==> src/rtl/dreimann_rules_if.sv <==
// Signal bundle between the dice controllers / display stage and the DreiMann rules engine.
// The master side drives the dice and game control; the slave side is the rules engine.
interface dreimann_rules_if;
  logic [2:0] dice1;
  logic [2:0] dice2;
  logic       rolled1;
  logic       rolled2;
  logic       new_game;
  logic [2:0] event_code;
  logic       event_valid;
  logic [3:0] sum;
  logic       dreimann;
  logic [7:0] round_cnt;
  logic [3:0] dm_drinks;
  logic       busy;

  modport master (
    output dice1, dice2, rolled1, rolled2, new_game,
    input  event_code, event_valid, sum, dreimann, round_cnt, dm_drinks, busy
  );

  modport slave (
    input  dice1, dice2, rolled1, rolled2, new_game,
    output event_code, event_valid, sum, dreimann, round_cnt, dm_drinks, busy
  );
endinterface

==> src/rtl/dreimann_rules.sv <==
// DreiMann rules engine: pairs two die results into a throw, classifies it and tracks the
// Dreimann, round and drink counters. All outputs are registered.
module dreimann_rules #(
  parameter int unsigned TIMEOUT_CYC = 10_000_000
) (
  input logic              clk,
  input logic              rst_n,
  dreimann_rules_if.slave  bus
);

  localparam int unsigned CntW = (TIMEOUT_CYC > 2) ? $clog2(TIMEOUT_CYC) : 1;
  // Leaving HALF when the counter is here makes IDLE land exactly TIMEOUT_CYC cycles after capture.
  localparam logic [CntW-1:0] CntLast = CntW'(TIMEOUT_CYC - 2);

  typedef enum logic [1:0] {StIdle, StHalf, StEval} state_e;

  typedef enum logic [2:0] {
    EvNone       = 3'd0,
    EvNewDm      = 3'd1,
    EvDmDrinks   = 3'd2,
    EvDreiPasch  = 3'd3,
    EvPasch      = 3'd4,
    EvLeftDrinks = 3'd5,
    EvRightDrinks= 3'd6,
    EvInvalid    = 3'd7
  } event_e;

  state_e          state_q, state_d;
  logic [2:0]      cap_a_q, cap_a_d;
  logic [2:0]      cap_b_q, cap_b_d;
  logic            got1_q, got1_d;
  logic            got2_q, got2_d;
  logic [CntW-1:0] cnt_q, cnt_d;

  logic [2:0]      code_q, code_d;
  logic            valid_q, valid_d;
  logic [3:0]      sum_q, sum_d;
  logic            dm_q, dm_d;
  logic [7:0]      rc_q, rc_d;
  logic [3:0]      drinks_q, drinks_d;
  logic            busy_q, busy_d;

  logic            invalid;
  logic            a3, b3;
  logic [3:0]      sum_ab;
  logic [7:0]      rc_inc;
  logic [3:0]      drinks_inc;

  always_comb begin
    invalid    = (cap_a_q == 3'd0) || (cap_a_q == 3'd7) || (cap_b_q == 3'd0) || (cap_b_q == 3'd7);
    a3         = (cap_a_q == 3'd3);
    b3         = (cap_b_q == 3'd3);
    sum_ab     = {1'b0, cap_a_q} + {1'b0, cap_b_q};
    rc_inc     = (rc_q == 8'hFF) ? rc_q : rc_q + 8'd1;
    drinks_inc = (drinks_q == 4'hF) ? drinks_q : drinks_q + 4'd1;
  end

  always_comb begin
    state_d  = state_q;
    cap_a_d  = cap_a_q;
    cap_b_d  = cap_b_q;
    got1_d   = got1_q;
    got2_d   = got2_q;
    cnt_d    = cnt_q;
    code_d   = code_q;
    valid_d  = 1'b0;
    sum_d    = sum_q;
    dm_d     = dm_q;
    rc_d     = rc_q;
    drinks_d = drinks_q;

    if (bus.new_game) begin
      state_d  = StIdle;
      cap_a_d  = '0;
      cap_b_d  = '0;
      got1_d   = 1'b0;
      got2_d   = 1'b0;
      cnt_d    = '0;
      code_d   = EvNone;
      sum_d    = '0;
      dm_d     = 1'b0;
      rc_d     = '0;
      drinks_d = '0;
    end else begin
      unique case (state_q)
        StIdle, StEval: begin
          if (state_q == StEval) begin
            valid_d = 1'b1;
            if (invalid) begin
              code_d = EvInvalid;
            end else begin
              sum_d = sum_ab;
              rc_d  = rc_inc;
              if (a3 && b3) begin
                code_d   = EvDreiPasch;
                dm_d     = 1'b1;
                drinks_d = drinks_inc;
              end else if (a3 != b3) begin
                if (dm_q) begin
                  code_d   = EvDmDrinks;
                  drinks_d = drinks_inc;
                end else begin
                  code_d = EvNewDm;
                  dm_d   = 1'b1;
                end
              end else if (sum_ab == 4'd3) begin
                if (dm_q) begin
                  code_d   = EvDmDrinks;
                  drinks_d = drinks_inc;
                end else begin
                  code_d = EvNone;
                end
              end else if (cap_a_q == cap_b_q) begin
                code_d = EvPasch;
              end else if (sum_ab == 4'd7) begin
                code_d = EvLeftDrinks;
              end else if (sum_ab == 4'd9) begin
                code_d = EvRightDrinks;
              end else begin
                code_d = EvNone;
              end
            end
          end
          // Pulses seen in IDLE or EVAL start the next throw from scratch.
          got1_d  = bus.rolled1;
          got2_d  = bus.rolled2;
          cap_a_d = bus.rolled1 ? bus.dice1 : 3'd0;
          cap_b_d = bus.rolled2 ? bus.dice2 : 3'd0;
          cnt_d   = '0;
          if (bus.rolled1 && bus.rolled2) begin
            state_d = StEval;
          end else if (bus.rolled1 || bus.rolled2) begin
            state_d = StHalf;
          end else begin
            state_d = StIdle;
          end
        end
        StHalf: begin
          if (bus.rolled1) begin
            cap_a_d = bus.dice1;
            got1_d  = 1'b1;
          end
          if (bus.rolled2) begin
            cap_b_d = bus.dice2;
            got2_d  = 1'b1;
          end
          if ((got1_q || bus.rolled1) && (got2_q || bus.rolled2)) begin
            state_d = StEval;
          end else if (bus.rolled1 || bus.rolled2) begin
            cnt_d = '0;
          end else if (cnt_q == CntLast) begin
            state_d = StIdle;
            cap_a_d = '0;
            cap_b_d = '0;
            got1_d  = 1'b0;
            got2_d  = 1'b0;
            cnt_d   = '0;
          end else begin
            cnt_d = cnt_q + 1'b1;
          end
        end
        default: begin
          state_d = StIdle;
        end
      endcase
    end

    busy_d = (state_d != StIdle);
  end

  always_ff @(posedge clk or negedge rst_n) begin
    if (!rst_n) begin
      state_q  <= StIdle;
      cap_a_q  <= '0;
      cap_b_q  <= '0;
      got1_q   <= 1'b0;
      got2_q   <= 1'b0;
      cnt_q    <= '0;
      code_q   <= '0;
      valid_q  <= 1'b0;
      sum_q    <= '0;
      dm_q     <= 1'b0;
      rc_q     <= '0;
      drinks_q <= '0;
      busy_q   <= 1'b0;
    end else begin
      state_q  <= state_d;
      cap_a_q  <= cap_a_d;
      cap_b_q  <= cap_b_d;
      got1_q   <= got1_d;
      got2_q   <= got2_d;
      cnt_q    <= cnt_d;
      code_q   <= code_d;
      valid_q  <= valid_d;
      sum_q    <= sum_d;
      dm_q     <= dm_d;
      rc_q     <= rc_d;
      drinks_q <= drinks_d;
      busy_q   <= busy_d;
    end
  end

  assign bus.event_code  = code_q;
  assign bus.event_valid = valid_q;
  assign bus.sum         = sum_q;
  assign bus.dreimann    = dm_q;
  assign bus.round_cnt   = rc_q;
  assign bus.dm_drinks   = drinks_q;
  assign bus.busy        = busy_q;

endmodule

==> src/flat_wrapper.sv <==
// flat-port wrapper written by rule: the top's interface ports become plain ports
module dreimann_rules_flat 
#(
  parameter int unsigned TIMEOUT_CYC = 10_000_000
)
  (clk, rst_n, bus_dice1, bus_dice2, bus_rolled1, bus_rolled2, bus_new_game, bus_event_code, bus_event_valid, bus_sum, bus_dreimann, bus_round_cnt, bus_dm_drinks, bus_busy);
  dreimann_rules_if bus_i ();
  input logic clk;
  input logic rst_n;
  input wire logic [$bits(bus_i.dice1)-1:0] bus_dice1;
  input wire logic [$bits(bus_i.dice2)-1:0] bus_dice2;
  input wire logic [$bits(bus_i.rolled1)-1:0] bus_rolled1;
  input wire logic [$bits(bus_i.rolled2)-1:0] bus_rolled2;
  input wire logic [$bits(bus_i.new_game)-1:0] bus_new_game;
  output wire logic [$bits(bus_i.event_code)-1:0] bus_event_code;
  output wire logic [$bits(bus_i.event_valid)-1:0] bus_event_valid;
  output wire logic [$bits(bus_i.sum)-1:0] bus_sum;
  output wire logic [$bits(bus_i.dreimann)-1:0] bus_dreimann;
  output wire logic [$bits(bus_i.round_cnt)-1:0] bus_round_cnt;
  output wire logic [$bits(bus_i.dm_drinks)-1:0] bus_dm_drinks;
  output wire logic [$bits(bus_i.busy)-1:0] bus_busy;
  assign bus_i.dice1 = bus_dice1;
  assign bus_i.dice2 = bus_dice2;
  assign bus_i.rolled1 = bus_rolled1;
  assign bus_i.rolled2 = bus_rolled2;
  assign bus_i.new_game = bus_new_game;
  assign bus_event_code = bus_i.event_code;
  assign bus_event_valid = bus_i.event_valid;
  assign bus_sum = bus_i.sum;
  assign bus_dreimann = bus_i.dreimann;
  assign bus_round_cnt = bus_i.round_cnt;
  assign bus_dm_drinks = bus_i.dm_drinks;
  assign bus_busy = bus_i.busy;
  dreimann_rules #(.TIMEOUT_CYC(TIMEOUT_CYC)) u_core (.clk(clk), .rst_n(rst_n), .bus(bus_i));
endmodule
==> config.mk <==
export PLATFORM = sky130hd
export DESIGN_NAME = dreimann_rules_flat
export DESIGN_NICKNAME = d
export VERILOG_FILES = /design/src/rtl/dreimann_rules_if.sv /design/src/rtl/dreimann_rules.sv /design/src/flat_wrapper.sv
export SDC_FILE = /design/constraint.sdc
export NUM_CORES = 1
export LEC_CHECK = 0
export CAP_MARGIN = 10
export CORE_ASPECT_RATIO = 2
export CORE_UTILIZATION = 50
export CTS_CLUSTER_DIAMETER = 60
export DETAILED_ROUTE_END_ITERATION = 10
export PLACE_DENSITY_LB_ADDON = 0.08
export SLEW_MARGIN = 20
export SYNTH_ARGS = -nofsm -noshare
export SYNTH_HDL_FRONTEND = slang
export SYNTH_SLANG_ARGS = --single-unit
export TNS_END_PERCENT = 1
==> constraint.sdc <==
create_clock -name clk -period 2.8 [get_ports clk]
set_input_delay 0.56 -clock clk [delete_from_list [all_inputs] [get_ports clk]]
set_output_delay 0.56 -clock clk [all_outputs]
set_load 0.01 [all_outputs]
**Register map, names as in the netlist**

Scale bar: 20 um.
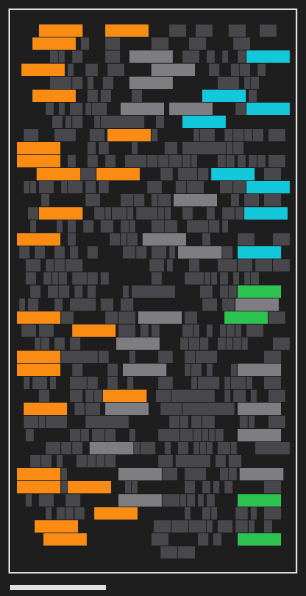
Green is u_core.bus.sum, flops 4. Orange is u_core.cnt_q, flops 24. Cyan is u_core.bus.round_cnt, flops 8, where upper right.
Another 20 sequential cells are not coloured.

**Routing congestion**

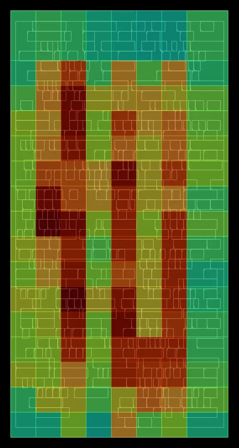
post-layout util: 0.621
Most Used Layer, Global Route: met2
WL per Instance: 17.2 um

**Metal layers overlaid**

Scale bar: 20 um. Only two layers are drawn.
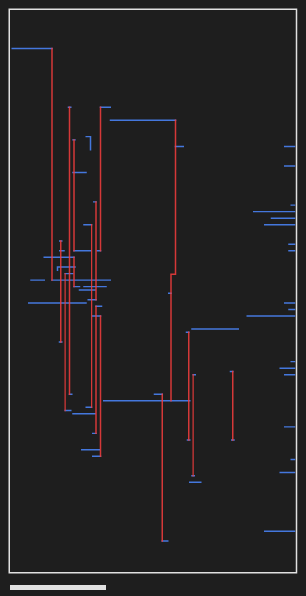
Blue is met3, wire length 197 um. Red is met4, wire length 479 um.

==> flow_summary.toml <==
# generated from flow reports
[cells_and_area]
drive_above_1_share = 0.0833
final_cell_mix = "56 x dfrtp_1, 43 x nor2_1, 31 x clkdlybuf4s50_1, 28 x nand3_1, 26 x nand2_1"
syn_to_final_growth_pct = 19.0
num_antenna_cells = 0
nNetsFinal = 430
final_common_cell = "dfrtp_1"

[critical_path]
end_kind = "flop"
cp_slowest_cell = "a2111oi_0"
crit_type = "reg -> reg"
cp_num_buf_inv = 0
cp-start-kind = "flop"
rr_startpoint = "u_core.cap_b_q[0]"
cp-startpoint = "u_core.cap_b_q[0]"
max_stage_delay_ns = 0.53
path_max_fanout = 5
cp_data_arrival_time_ns = 2.73
path_cells = "ha_1 > fa_1 > nand2_1 > nor2_1 > o21ai_0 > a2111oi_0 > mux2_2"
ff2ff_setup_slack_ns = 0.26
path_delay_family = "adder cells"

[drt]
drc = 0
drt_first_pass_iters = 4
drt_iter0_markers = 173
wl_um = 8510
via_count = 2981
vias_per_cell = 6.03
ant_nets = 0

[synthesis]
synthFlopType = "dfrtp_1"
avgSynthCellArea_sq_um = 8.94
area_leaders = "dfrtp_1 42%, nor2_1 4.9%, nand3_1 4.2%, ha_1 4.1%, a31oi_1 3.2%"
netlist_area_sq_mm = 0.00332
most_common_cell = "dfrtp_1"
top_cell_area_share = 0.422
edf_count = 0
top_area_cell = "dfrtp_1"
ys.flops = 56
async_flop_share = 1.00
netlist_top_cells_count = "56 x dfrtp_1, 43 x nor2_1, 28 x nand3_1"
fp_nets = 394
yosysChipArea_sq_mm = 0.00332
synth_cell_types = 56
yosysCellCount = 371

[clock_tree]
cts_buffers = 5
post_cts_resized = 0
hold_buffers = 0
cts.sink_count = 56
clk_pin_slew_ns = 0.07
cts.root.buffer_cell = "clkbuf_16"
htree_levels = 2
cts_tree = "done"
insertion_delay_ns = 0.29
clockBufferDepth = 2

[global_route]
antenna_found_initial = 0
grt.overflow.total = 0
grt_max_degree = 30
grt_pass1_vias = 3024
grt_pass1_wl_um = 14100
grtUsageTotal = 0.271

[floorplan]
io_pins = 33
fp_util = 0.521
die-height_um = 117
core-area_sq_mm = 0.00636
dieArea_sq_mm = 0.00698
die_x_um = 59.6
rows = 41

[timing]
period_needed_ns = 2.54
fin_ws_ns = 0.256
fmax_mhz = 393
final.setup.tns_ns = 0
slew_headroom = 0.567
skew_ns = 0.00589
tightest_slew_ns = 0.649
setup-violations-final = 0
drv_slew = 0
period_used_share = 0.909
hold_viol_final = 0
grt_setup_unrepaired = "false"

[placed_design]
pre_cts_ws_ns = 0.272
port_buffers = 32
place.gp.congestion = 0.978
post-dp-hpwl_um = 6540

[power]
ir_drop_uv = 425
powerDensity_mw_per_mm2 = 437
leakagePower_nw = 1.66

[flow_run]
drv_cap = 0
warnings = 29

[min_path]
hp-class = "in -> async"

[status]
status = "complete, no violations"
==> registers in the layout, indices dropped and copies added, names as in the netlist <==
register	cells
u_core.bus.dm_drinks	4
u_core.got1_q	1
u_core.bus.busy	1
u_core.bus.round_cnt	8
u_core.state_q	2
u_core.bus.event_code	3
u_core.got2_q	1
u_core.cap_a_q	3
u_core.bus.event_valid	1
u_core.cnt_q	24
u_core.bus.sum	4
u_core.bus.dreimann	1
u_core.cap_b_q	3
==> per-stage QoR <==
step                hold WS (ns)  cells  total power [mW]  instance area [sq um]
floorplan                  0.264    371             0.950                   3320
global placement           0.496    486              1.04                   3780
detailed placement         0.507    486              1.04                   3780
CTS                        0.305    494              1.74                   3950
global route               0.341    494              1.80                   3950
finish                     0.286    494              1.73                   3950
==> cell type report <==
| cell class | instances | area [sq um] |
|---|---|---|
| Timing Repair Buffer | 46 | 433 |
| Clock buffer | 6 | 129 |
| Multi-Input combinational cell | 287 | 1800 |
| Clock inverter | 2 | 35.0 |
| Inverter | 11 | 41.3 |
| Fill cell | 609 | 2410 |
| Sequential cell | 56 | 1400 |
| Tap cell | 86 | 108 |
==> worst register-to-register path: cells and delay by family, from the launching register on <==
family,cells,cell delay (ns)
multiplexers,1,0.39
AND/OR/NAND/NOR,2,0.15
adder cells (fa/ha/maj),2,0.76
AND-OR/OR-AND,2,0.72
flip-flops,1,0.42
==> cells by family (layout without fill, tap and decap cells) <==
family	after synthesis	in the layout	synth area share
DFF	56	56	0.422
AOI/OAI and AO/OA	79	79	0.154
muxes	4	4	0.0132
buffers and inverters	28	65	0.0343
xor gates and xnor gates	13	13	0.0343
and+or+nand+nor	179	179	0.295
adders and majority gates	12	12	0.0475
==> metal layers <==
metal  track usage  vias to the layer above  share of wire
met5             0                        -              0
met4         0.192                        0          0.056
met3        0.0308                       34          0.023
met2         0.511                       79           0.57
met1         0.260                     1440           0.35
li1              -                     1428              -
==> report_power, final <==
group          switching, mW  internal, mW  total [mW]
clock                  0.283         0.421       0.705
combinational          0.107        0.0754       0.182
sequential            0.0153         0.825       0.840
total                  0.405          1.32        1.73
==> worst paths after layout <==
kind                                                end  cells past startpoint
min in group clk                       u_core.cnt_q[17]                      1
worst max-delay path            u_core.bus.dm_drinks[2]                      7
worst min-delay path                  u_core.bus.sum[3]                      1
worst max register to register  u_core.bus.dm_drinks[2]                      7
max in group asynchronous             u_core.state_q[1]                      2
worst min register to register         u_core.cnt_q[17]                      1
Power figures rest on the tool's default switching activity, not on a simulated workload.
